===== config.mk =====
export PLATFORM = sky130hd
export DESIGN_NAME = relay_encode_param
export DESIGN_NICKNAME = d
export VERILOG_FILES = /design/src/rtl/relay_encode_param.sv
export SDC_FILE = /design/constraint.sdc
export NUM_CORES = 1
export LEC_CHECK = 0
export ABC_AREA = 1
export CAP_MARGIN = 25
export CORE_ASPECT_RATIO = 1.2
export CORE_MARGIN = 4
export CORE_UTILIZATION = 44
export CTS_CLUSTER_DIAMETER = 80
export DETAILED_ROUTE_END_ITERATION = 8
export PLACE_DENSITY = 0.81
export SLEW_MARGIN = 40
export SYNTH_ARGS = -nofsm -noshare
export SYNTH_HDL_FRONTEND = slang
export SYNTH_SLANG_ARGS = --single-unit

===== constraint.sdc =====
create_clock -name clk -period 1.65 [get_ports clk]
set_input_delay 0.2475 -clock clk [delete_from_list [all_inputs] [get_ports clk]]
set_output_delay 0.2475 -clock clk [all_outputs]
set_load 0.02 [all_outputs]

===== src/rtl/relay_encode_param.sv =====
// Relay-line pulse encoder.
// Oversamples a serial relay stream, compares the most recent PATTERN_W samples
// against two masked runtime patterns and emits a PULSE_LEN-cycle pulse per match.
// Optional statistics counters are built when RELAY_ENC_STATS_EN is defined;
// otherwise hit_cnt and drop_cnt are tied to zero.
//
//   state    | meaning
//   ---------+-----------------------------------------------------------
//   ST_FILL  | fewer than PATTERN_W samples collected since reset/match
//   ST_ARMED | sample window full, comparing on every strobe
//   ST_PULSE | output pulse running (pulse_cnt != 0)
module relay_encode_param #(
   parameter int SAMPLE_DIV = 16,
   parameter int PATTERN_W  = 4,
   parameter int PULSE_LEN  = 64,
   parameter int CNT_W      = 16
) (
   input  logic                 clk,
   input  logic                 reset,
   input  logic                 en,
   input  logic                 data_in,
   input  logic [PATTERN_W-1:0] pat_a,
   input  logic [PATTERN_W-1:0] mask_a,
   input  logic [PATTERN_W-1:0] pat_b,
   input  logic [PATTERN_W-1:0] mask_b,
   input  logic                 retrig,
   output logic                 data_out,
   output logic                 busy,
   output logic [CNT_W-1:0]     hit_cnt,
   output logic [CNT_W-1:0]     drop_cnt
);

   localparam int DIV_W  = $clog2(SAMPLE_DIV);
   localparam int FILL_W = $clog2(PATTERN_W + 1);
   localparam int PCNT_W = $clog2(PULSE_LEN + 1);

   localparam logic [DIV_W-1:0]  DIV_LAST  = DIV_W'(SAMPLE_DIV - 1);
   localparam logic [FILL_W-1:0] FILL_FULL = FILL_W'(PATTERN_W);
   localparam logic [PCNT_W-1:0] PCNT_LOAD = PCNT_W'(PULSE_LEN);

   typedef enum logic [1:0] {
      ST_FILL  = 2'd0,
      ST_ARMED = 2'd1,
      ST_PULSE = 2'd2
   } state_t;

   state_t              state, state_d;
   logic [DIV_W-1:0]    div_cnt, div_d;
   // The oldest sample drops out of the window on every strobe, so only the
   // newest PATTERN_W-1 samples need to be held between strobes.
   logic [PATTERN_W-2:0] shift_q, shift_d;
   logic [FILL_W-1:0]   fill_q, fill_d;
   logic [PCNT_W-1:0]   pulse_cnt, pulse_d;

   logic                 strobe;
   logic [PATTERN_W-1:0] window;
   logic [FILL_W-1:0]    fill_inc;
   logic                 hit_a, hit_b;
   logic                 match;
   logic                 match_acc;

   assign strobe    = en && (div_cnt == DIV_LAST);
   assign window    = {shift_q, data_in};
   assign fill_inc  = (fill_q == FILL_FULL) ? fill_q : fill_q + 1'b1;
   assign hit_a     = (|mask_a) && (((window ^ pat_a) & mask_a) == '0);
   assign hit_b     = (|mask_b) && (((window ^ pat_b) & mask_b) == '0);
   assign match     = strobe && (fill_inc == FILL_FULL) && (hit_a || hit_b);
   // A match while a pulse runs is only accepted in retrigger mode.
   assign match_acc = match && ((state != ST_PULSE) || retrig);

   assign data_out  = (pulse_cnt != '0);
   assign busy      = data_out;

   // Registered state: prescaler, sample window, fill level, pulse timer, FSM.
   always_ff @(posedge clk) begin
      if (reset) begin
         state     <= ST_FILL;
         div_cnt   <= '0;
         shift_q   <= '0;
         fill_q    <= '0;
         pulse_cnt <= '0;
      end else begin
         state     <= state_d;
         div_cnt   <= div_d;
         shift_q   <= shift_d;
         fill_q    <= fill_d;
         pulse_cnt <= pulse_d;
      end
   end

   // Next-state logic for the prescaler, window, pulse timer and FSM.
   always_comb begin
      state_d = state;
      div_d   = div_cnt;
      shift_d = shift_q;
      fill_d  = fill_q;
      pulse_d = pulse_cnt;

      if (en) begin
         div_d = strobe ? '0 : div_cnt + 1'b1;
      end

      // The pulse timer runs independently of en so a pulse always completes.
      if (pulse_cnt != '0) begin
         pulse_d = pulse_cnt - 1'b1;
      end

      // Any match, accepted or dropped, demands a complete fresh pattern.
      if (strobe) begin
         if (match) begin
            shift_d = '0;
            fill_d  = '0;
         end else begin
            shift_d = window[PATTERN_W-2:0];
            fill_d  = fill_inc;
         end
      end

      if (match_acc) begin
         pulse_d = PCNT_LOAD;
         state_d = ST_PULSE;
      end else begin
         case (state)
            ST_FILL: begin
               if (fill_d == FILL_FULL) state_d = ST_ARMED;
            end
            ST_ARMED: begin
               state_d = ST_ARMED;
            end
            ST_PULSE: begin
               // The window kept filling during the pulse; resume where it stands.
               if (pulse_d == '0) state_d = (fill_d == FILL_FULL) ? ST_ARMED : ST_FILL;
            end
            default: begin
               state_d = ST_FILL;
            end
         endcase
      end
   end

`ifdef RELAY_ENC_STATS_EN
   logic             match_drop;
   logic [CNT_W-1:0] hit_q, drop_q;

   assign match_drop = match && (state == ST_PULSE) && !retrig;

   // Saturating accepted/dropped match counters, cleared only by reset.
   always_ff @(posedge clk) begin
      if (reset) begin
         hit_q  <= '0;
         drop_q <= '0;
      end else begin
         if (match_acc && (hit_q != '1))   hit_q  <= hit_q + 1'b1;
         if (match_drop && (drop_q != '1)) drop_q <= drop_q + 1'b1;
      end
   end

   assign hit_cnt  = hit_q;
   assign drop_cnt = drop_q;
`else
   assign hit_cnt  = '0;
   assign drop_cnt = '0;
`endif

endmodule


Run 1, PDN straps and rails:
The bar under the picture is 20 um long. Pins as bars on the die edge.
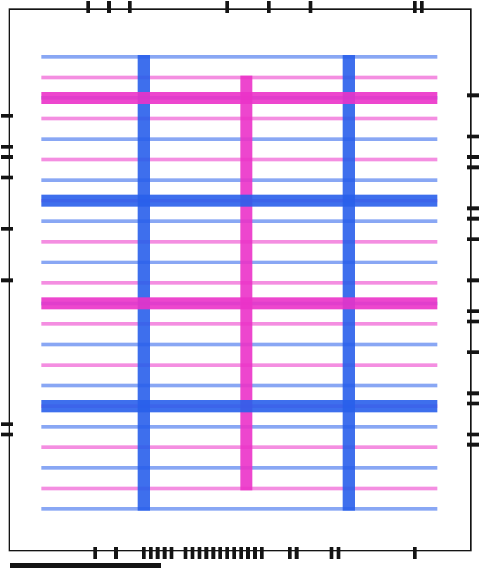
net	color
VSS	blue
VDD	magenta
met1 rails	23
rows	22
met5 straps	4

Run 1, placement by cell class:
The bar under the picture is 20 um long.
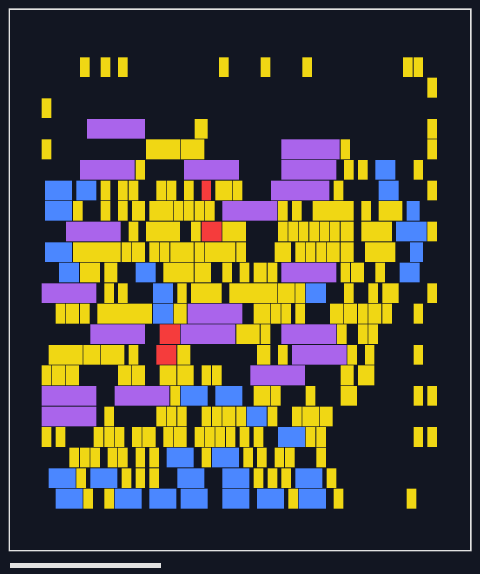
class	color	cells
remaining buffers and delay cells	blue	33
clock drivers and dummy loads	red	4
combinational and other logic	yellow	201
sequential cells	purple	19
sequential cell area share: 22.2%
Final Util: 55.1%
fin area: 0.00173 mm^2
core area: 0.00314 mm^2

Run 1, routed clock nets over the placement:
The bar under the picture is 20 um long.
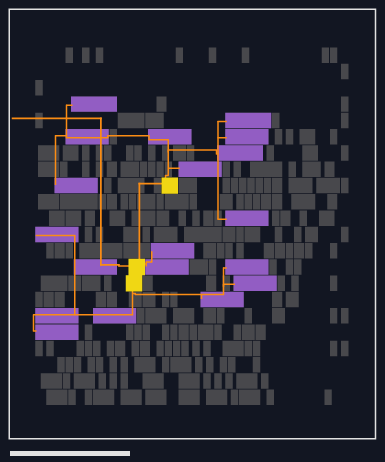
[clock wires] orange | length: 223 um
[clock drivers] yellow | count: 3
[flip-flops] purple | count: 19
routed clock nets	4

Run 1, wiring by layer:
Only two layers are drawn.
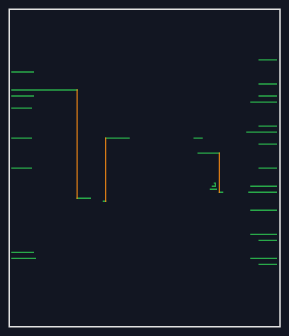
layer	color	wire length
metal 3	green	139 um
metal 4	orange	47.6 um

-- run 1: per-layer routing --
metal  global-route usage, %  vias up  part of all wire (%)
met5                       0        -                     0
met4                    4.34        0                   1.7
met3                    1.62        6                   5.1
met2                    22.6       34                    52
met1                    14.1      560                    41
li1                        -      688                     -
-- run 1: final cells by class --
type / instances / area [um^2]
Inverter: 31 / 116
Fill cell: 310 / 1410
Multi-Input combinational cell: 170 / 860
Tap cell: 36 / 45.0
Clock buffer: 4 / 26.3
Timing Repair Buffer: 33 / 297
Sequential cell: 19 / 384
-- run 1: cell usage after synthesis, types with 2 or more instances --
cell type / number / area share (%)
nand2_1: 50 / 13
buf_4: 33 / 17
nor2_1: 32 / 8.1
inv_1: 28 / 7.1
dfxtp_1: 19 / 26
nand3_1: 12 / 4.1
a21oi_1: 7 / 2.4
nand2_2: 6 / 2.5
o21ai_0: 6 / 2.0
ha_1: 4 / 3.4
nand4_1: 4 / 1.7
inv_2: 3 / 0.76
nand2_4: 2 / 1.5
nand3_4: 2 / 2.4
nor2_2: 2 / 0.85
xor2_1: 2 / 1.2
-- run 1: repair_timing --
action | CTS | global route
gates resized | 7 | 14
pin swaps | 0 | 6
setup endpoints to repair | 2 | 11
setup buffers | 0 | 1
-- run 1: worst register-to-register path: stages (launching register included) --
cell     delay [ns]
dfxtp_2        0.33
inv_1          0.07
ha_2           0.21
nand2_4        0.07
nor2_4         0.12
nand2_2        0.08
buf_6          0.14
nand3_1        0.09
nand2_1        0.07
nor2_2         0.09
nand3_1        0.08
nand2_1        0.08
nand2_2        0.05
a21oi_2        0.08
-- run 1: state kept, by name, summed over array words and instances, names as in the netlist --
| signal | cells |
|---|---|
| fill_q | 3 |
| shift_q | 3 |
| div_cnt | 4 |
| pulse_cnt | 7 |
| state | 2 |
-- run 1: cells in the final DEF (no fill, tap or decap), drive strengths merged --
cell / netlist / layout
nand4: 4 / 4
inv: 31 / 31
nand3: 14 / 14
dfxtp: 19 / 19
conb: 1 / 32
or2: 2 / 2
buf: 34 / 13
a211oi: 1 / 1
clkdlybuf4s50: 0 / 20
xnor2: 1 / 1
o21ai: 8 / 8
ha: 4 / 4
clkbuf: 0 / 4
nor2: 36 / 36
xor2: 2 / 2
a21oi: 8 / 8
nand2: 58 / 58
-- run 1: worst max-delay path by stage --
stage / startpoint / to / slack, ns / cells past startpoint
6_report: pulse_cnt[1] / state[0] / 0.04 / 13
5_1_grt: pulse_cnt[1] / state[0] / -0.09 / 13
4_1_cts: pulse_cnt[1] / data_out / 0.004 / 6
3_5_place_dp: en / state[0] / -0.03 / 10
3_3_place_gp: en / state[0] / -0.02 / 10
2_1_floorplan: pulse_cnt[0] / state[0] / 0.07 / 12
-- run 1: power groups by stage --
stage / sequential (mW) / clock (mW) / combinational [mW]
final: 0.594 / 0.226 / 1.14
after global routing: 0.602 / 0.264 / 1.27
after floorplan: 0.583 / 0 / 0.791
after detailed placement: 0.593 / 0 / 1.06
after global placement: 0.591 / 0 / 1.03
after CTS: 0.581 / 0.234 / 1.03
==> results.json, run 1 <==
{
  "dp_hpwl_um": 2330,
  "die_w_um": 60.9,
  "grt_usage_pct": 12.3,
  "crit_type": "register to register",
  "ys_warn_count": 0,
  "grt_pass1_vias": 1109,
  "power_frac_seq_pct": 30.3,
  "edf_count": 0,
  "ys_ff": 19,
  "clock_skew_ns": 0.00273,
  "dp_slack_ns": -0.0286,
  "yosysUniqueCellTypes": 27,
  "outcome": "completed",
  "ff_type": "dfxtp_1",
  "die_h_um": 71.5,
  "xor_area_share_pct": 1.78,
  "hold_path_end": "state[0]",
  "p_leak_nw": 0.876,
  "cp.required_ns": 1.88,
  "setup_viol_count_final": 0,
  "peakVddDrop_mv": 1.33,
  "place_congestion": 0.813,
  "internal_power_mw": 1.10,
  "pwr-share-clk_pct": 11.5,
  "cts_tree": "yes",
  "dr.pass1.iters": 4,
  "hold_path.class": "register to register",
  "cts-root-buf": "clkbuf_4",
  "grt_pass1_wl_um": 4310,
  "crit_slowest_cell": "dfxtp_2",
  "hold_path_depth": 2,
  "antenna_cells": 0,
  "place_inst": 288,
  "dr_total_vias": 1288,
  "h-tree-depth": 1,
  "power_mw": 1.96,
  "reg2reg_to": "state[0]",
  "max_freq_mhz": 622,
  "cts_buffer_depth": 2,
  "compound_area_share_pct": 6.44,
  "warning_count": 28,
  "mux_area_share_pct": 0,
  "path_buffers": 2,
  "critPathMaxFanout": 5,
  "row_count": 22,
  "io_buffers": 22
}
==> run 2: changes to the inputs <==
MAX_ROUTING_LAYER = met4   (was unset)
Run 2, cell outlines without signal wires:
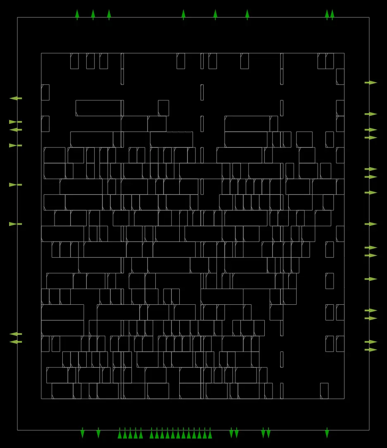
Flops: 19
number of core rows: 22
tap cells: 36
Filler cells: 310
Post-Layout Cell Count: 293

==> run 2 against run 1 <==
  * Global-route usage grew 0.35 points
  * Hold slack unchanged
  * Via count did not move
  * Fmax unchanged
  * Sequential power about the same
  * Largest power group unchanged
==> results.json, run 2 <==
{
  "most_common_cell": "nand2_1",
  "outcome": "completed",
  "cts-root-buf": "clkbuf_4",
  "largest-register": "pulse_cnt",
  "crit_slowest_cell": "dfxtp_2",
  "layout.cells.most_common": "nand2_1",
  "yosysUniqueCellTypes": 27,
  "highest-signal-layer": "met4",
  "grt_pass1_vias": 1109,
  "setup_viol_count_final": 0,
  "yosys-top-cells-count": "50 x nand2_1, 33 x buf_4, 32 x nor2_1",
  "ys_ff": 19,
  "clock_skew_ns": 0.00273,
  "wl_met3_um": 139,
  "dr_total_vias": 1288,
  "hold_path.class": "register to register",
  "dp_hpwl_um": 2330,
  "cts_tree": "yes",
  "ys_warn_count": 0,
  "peakVddDrop_mv": 1.33,
  "power_frac_seq_pct": 30.3,
  "edf_count": 0,
  "place_inst": 288,
  "antenna_cells": 0,
  "synthTopCellsByArea": "dfxtp_1 26%, buf_4 17%, nand2_1 13%",
  "largest_reg_flops": 7,
  "place_congestion": 0.825,
  "critPathMaxFanout": 5
}
Run 2, routed clock nets over the placement:
The bar under the picture is 20 um long.
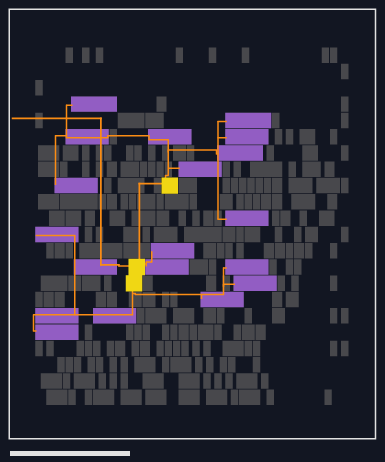
[flip-flops] purple | count: 19
[clock wires] orange | length: 223 um
[clock drivers] yellow | count: 3
routed clock nets	4

## run 2: cell counts after synthesis
No cell type changed its count.
## run 2: worst max-delay path, delay by kind of cell, from the launching register on
| family | cells | cell delay, ns |
|---|---|---|
| AND-OR/OR-AND | 1 | 0.08 |
| buffers and inverters | 2 | 0.21 |
| AND/OR/NAND/NOR | 9 | 0.72 |
| adder cells (fa/ha/maj) | 1 | 0.21 |
| flip-flops | 1 | 0.33 |
## run 2: worst min-delay path by stage
stage,from,to,slack [ns],cells past startpoint
finish,state[0],state[0],0.50,2
CTS,state[0],state[0],0.50,2
floorplan,en,div_cnt[1],0.34,1
global placement,state[0],state[0],0.48,2
global route,state[0],state[0],0.52,2
detailed placement,state[0],state[0],0.49,2
## run 2: through the flow
step | util, % | cell area, um^2 | setup WS, ns | setup TNS, ns
2_1_floorplan | - | 1590 | 0.0731 | 0
3_3_place_gp | 53.4 | 1680 | -0.0202 | -0.0202
3_5_place_dp | 53.4 | 1680 | -0.0286 | -0.0491
4_1_cts | 54.1 | 1700 | 0.00355 | 0
5_1_grt | 55.1 | 1730 | -0.0940 | -0.159
6_report | 55.1 | 1730 | 0.0430 | 0
## run 2: layout make-up
class                   instances  area (um^2)
fillers                       310         1410
clock buffers                   4         26.3
well taps                      36         45.0
repair buffers                 33          297
inverters                      31          116
flip-flops and latches         19          384
multi-input cells             170          860
## run 2: power groups by stage
stage               Clock, mW  Sequential [mW]  Combinational [mW]
floorplan                   0            0.583               0.791
global placement            0            0.591                1.03
detailed placement          0            0.593                1.06
CTS                     0.234            0.581                1.03
global route            0.264            0.602                1.27
finish                  0.226            0.594                1.14
## run 2: timing repair
| action | 4_1_cts | 5_1_grt |
|---|---|---|
| setup endpoints to repair | 2 | 11 |
| resized | 7 | 14 |
| setup buffers | 0 | 1 |
| gates cloned | 0 | 0 |
| pin swaps | 0 | 6 |
| hold buffers | 0 | 0 |
## run 2: metal layers
metal | vias to the layer above | GRT usage [%]
met5 | - | -
li1 | 688 | -
met4 | 0 | 4.34
met2 | 34 | 22.6
met3 | 6 | 1.62
met1 | 560 | 14.1
## run 2: cell families after synthesis
| logic type | synth area share [%] |
|---|---|
| AND/OR/NAND/NOR | 37.0 |
| flip-flops | 25.7 |
| AND-OR/OR-AND | 6.44 |
| buffers and inverters | 25.4 |
| XOR/XNOR | 1.78 |
| adder cells (fa/ha/maj) | 3.39 |
| other | 0.254 |
==> run 3: changes to the inputs <==
CAP_MARGIN = unset   (was 25)
SLEW_MARGIN = unset   (was 40)
Run 3, placement by cell class:
The bar under the picture is 20 um long.
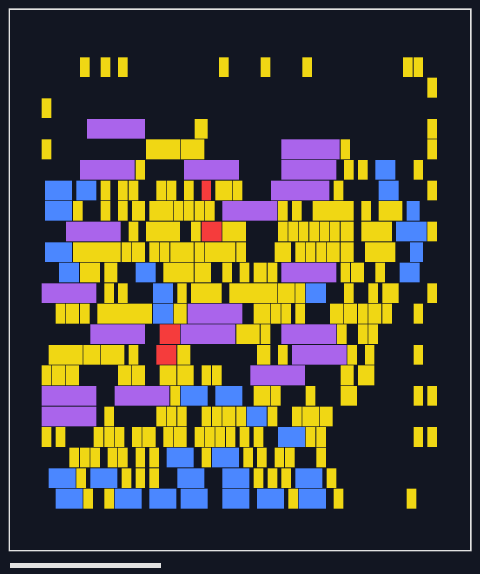
class	color	cells
remaining buffers and delay cells	blue	33
sequential cells	purple	19
combinational and other logic	yellow	201
clock drivers and dummy loads	red	4

==> run 3 against run 2 <==
  * Clock power about the same
  * Combinational power hardly changed
  * Via count unchanged
  * Setup slack is the same
  * Area after synthesis is the same
  * Highest routed layer unchanged
  * First-iteration DRC count did not move
  * Critical endpoint unchanged
  * Clock skew stayed put
==> results.json, run 3 <==
{
  "yosys-top-cells-count": "50 x nand2_1, 33 x buf_4, 32 x nor2_1",
  "stdcell_count": 293,
  "io_buffers": 22,
  "grt_pass1_vias": 1109,
  "layout.cells.most_common": "nand2_1",
  "ff_type": "dfxtp_1",
  "setup_tns_ns": 0,
  "internal_power_mw": 1.10,
  "h-tree-depth": 1,
  "p_leak_nw": 0.876,
  "outcome": "completed",
  "antenna_cells": 0,
  "max_freq_mhz": 622,
  "most_common_cell": "nand2_1",
  "place_congestion": 0.825,
  "cp.required_ns": 1.88,
  "warning_count": 28,
  "die_w_um": 60.9,
  "dr_total_vias": 1288,
  "ys_ff": 19,
  "cts_tree": "yes",
  "largest_reg_flops": 7,
  "yosys.area.top_type": "dfxtp_1",
  "layout_top_cells": "50 x nand2_1, 32 x conb_1, 30 x nor2_1, 27 x inv_1, 20 x clkdlybuf4s50_1",
  "dr.pass1.iters": 4,
  "place_inst": 288,
  "peakVddDrop_mv": 1.33,
  "grt_pass1_wl_um": 4310,
  "final_util_pct": 55.1
}
Run 3, routed clock nets over the placement:
The bar under the picture is 20 um long.
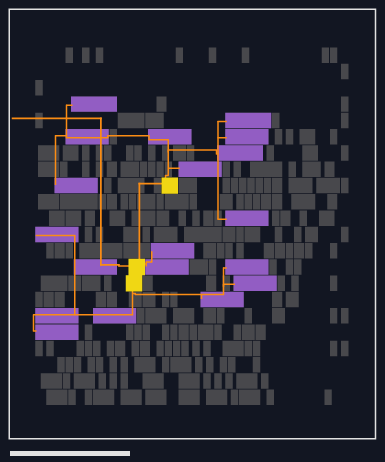
[flip-flops] purple | count: 19
[clock wires] orange | length: 223 um
[clock drivers] yellow | count: 3
routed clock nets	4
Worst Skew: 0.00273 ns
Clock Power Share: 11.5%

## run 3: cell counts in the layout (fill, tap and decap cells not counted)
No cell type changed its count.
## run 3: worst min-delay path, delay by kind of cell (launching register included)
kind | cells | cell delay (ns)
compound gates | 1 | 0.06
buf+inv | 1 | 0.10
flops | 1 | 0.31
## run 3: area by class of cell
type / count / area (um^2) / share of cell area, %
clock buffer: 4 / 26.3 / 1.52
inverter: 31 / 116 / 6.73
multi-input combinational: 170 / 860 / 49.7
sequential: 19 / 384 / 22.2
tap: 36 / 45.0 / 2.61
timing repair buffer: 33 / 297 / 17.2
## run 3: routing by layer
| metal | share of wire, % | track usage, % | vias up |
|---|---|---|---|
| met5 | 0 | - | - |
| met4 | 1.7 | 4.34 | 0 |
| met3 | 5.1 | 1.62 | 6 |
| met2 | 52 | 22.6 | 34 |
| met1 | 41 | 14.1 | 560 |
| li1 | - | - | 688 |
## run 3: through the flow
step                      hold WS, ns  setup WS [ns]  instance area [um^2]
final                           0.503         0.0430                  1730
after global routing            0.520        -0.0940                  1730
after CTS                       0.503        0.00355                  1700
after detailed placement        0.486        -0.0286                  1680
after global placement          0.479        -0.0202                  1680
after floorplan                 0.337         0.0731                  1590
## run 3: power groups by stage
stage,clock network [mW],registers [mW],logic (mW)
6_report,0.226,0.594,1.14
5_1_grt,0.264,0.602,1.27
4_1_cts,0.234,0.581,1.03
3_5_place_dp,0,0.593,1.06
3_3_place_gp,0,0.591,1.03
2_1_floorplan,0,0.583,0.791
## run 3: timing repair
item | 4_1_cts | 5_1_grt
gates resized | 7 | 14
setup endpoints to repair | 2 | 11
pin swaps | 0 | 6
buffers inserted | 0 | 1
## run 3: logic make-up after synthesis
family,Yosys count,synth area share (%)
buffers and inverters,65,25.4
other,1,0.254
DFF,19,25.7
adders and majority gates,4,3.39
AOI/OAI and AO/OA,17,6.44
xor gates and xnor gates,3,1.78
and+or+nand+nor,114,37.0
## run 3: worst paths after layout
path,startpoint,endpoint,slack [ns],cells past startpoint
worst min-delay path,state[0],state[0],0.50,2
worst max-delay path,pulse_cnt[1],state[0],0.04,13
worst min register to register,state[0],state[0],0.50,2
worst max register to register,pulse_cnt[1],state[0],0.04,13
Power is estimated from default activity; no workload was simulated.
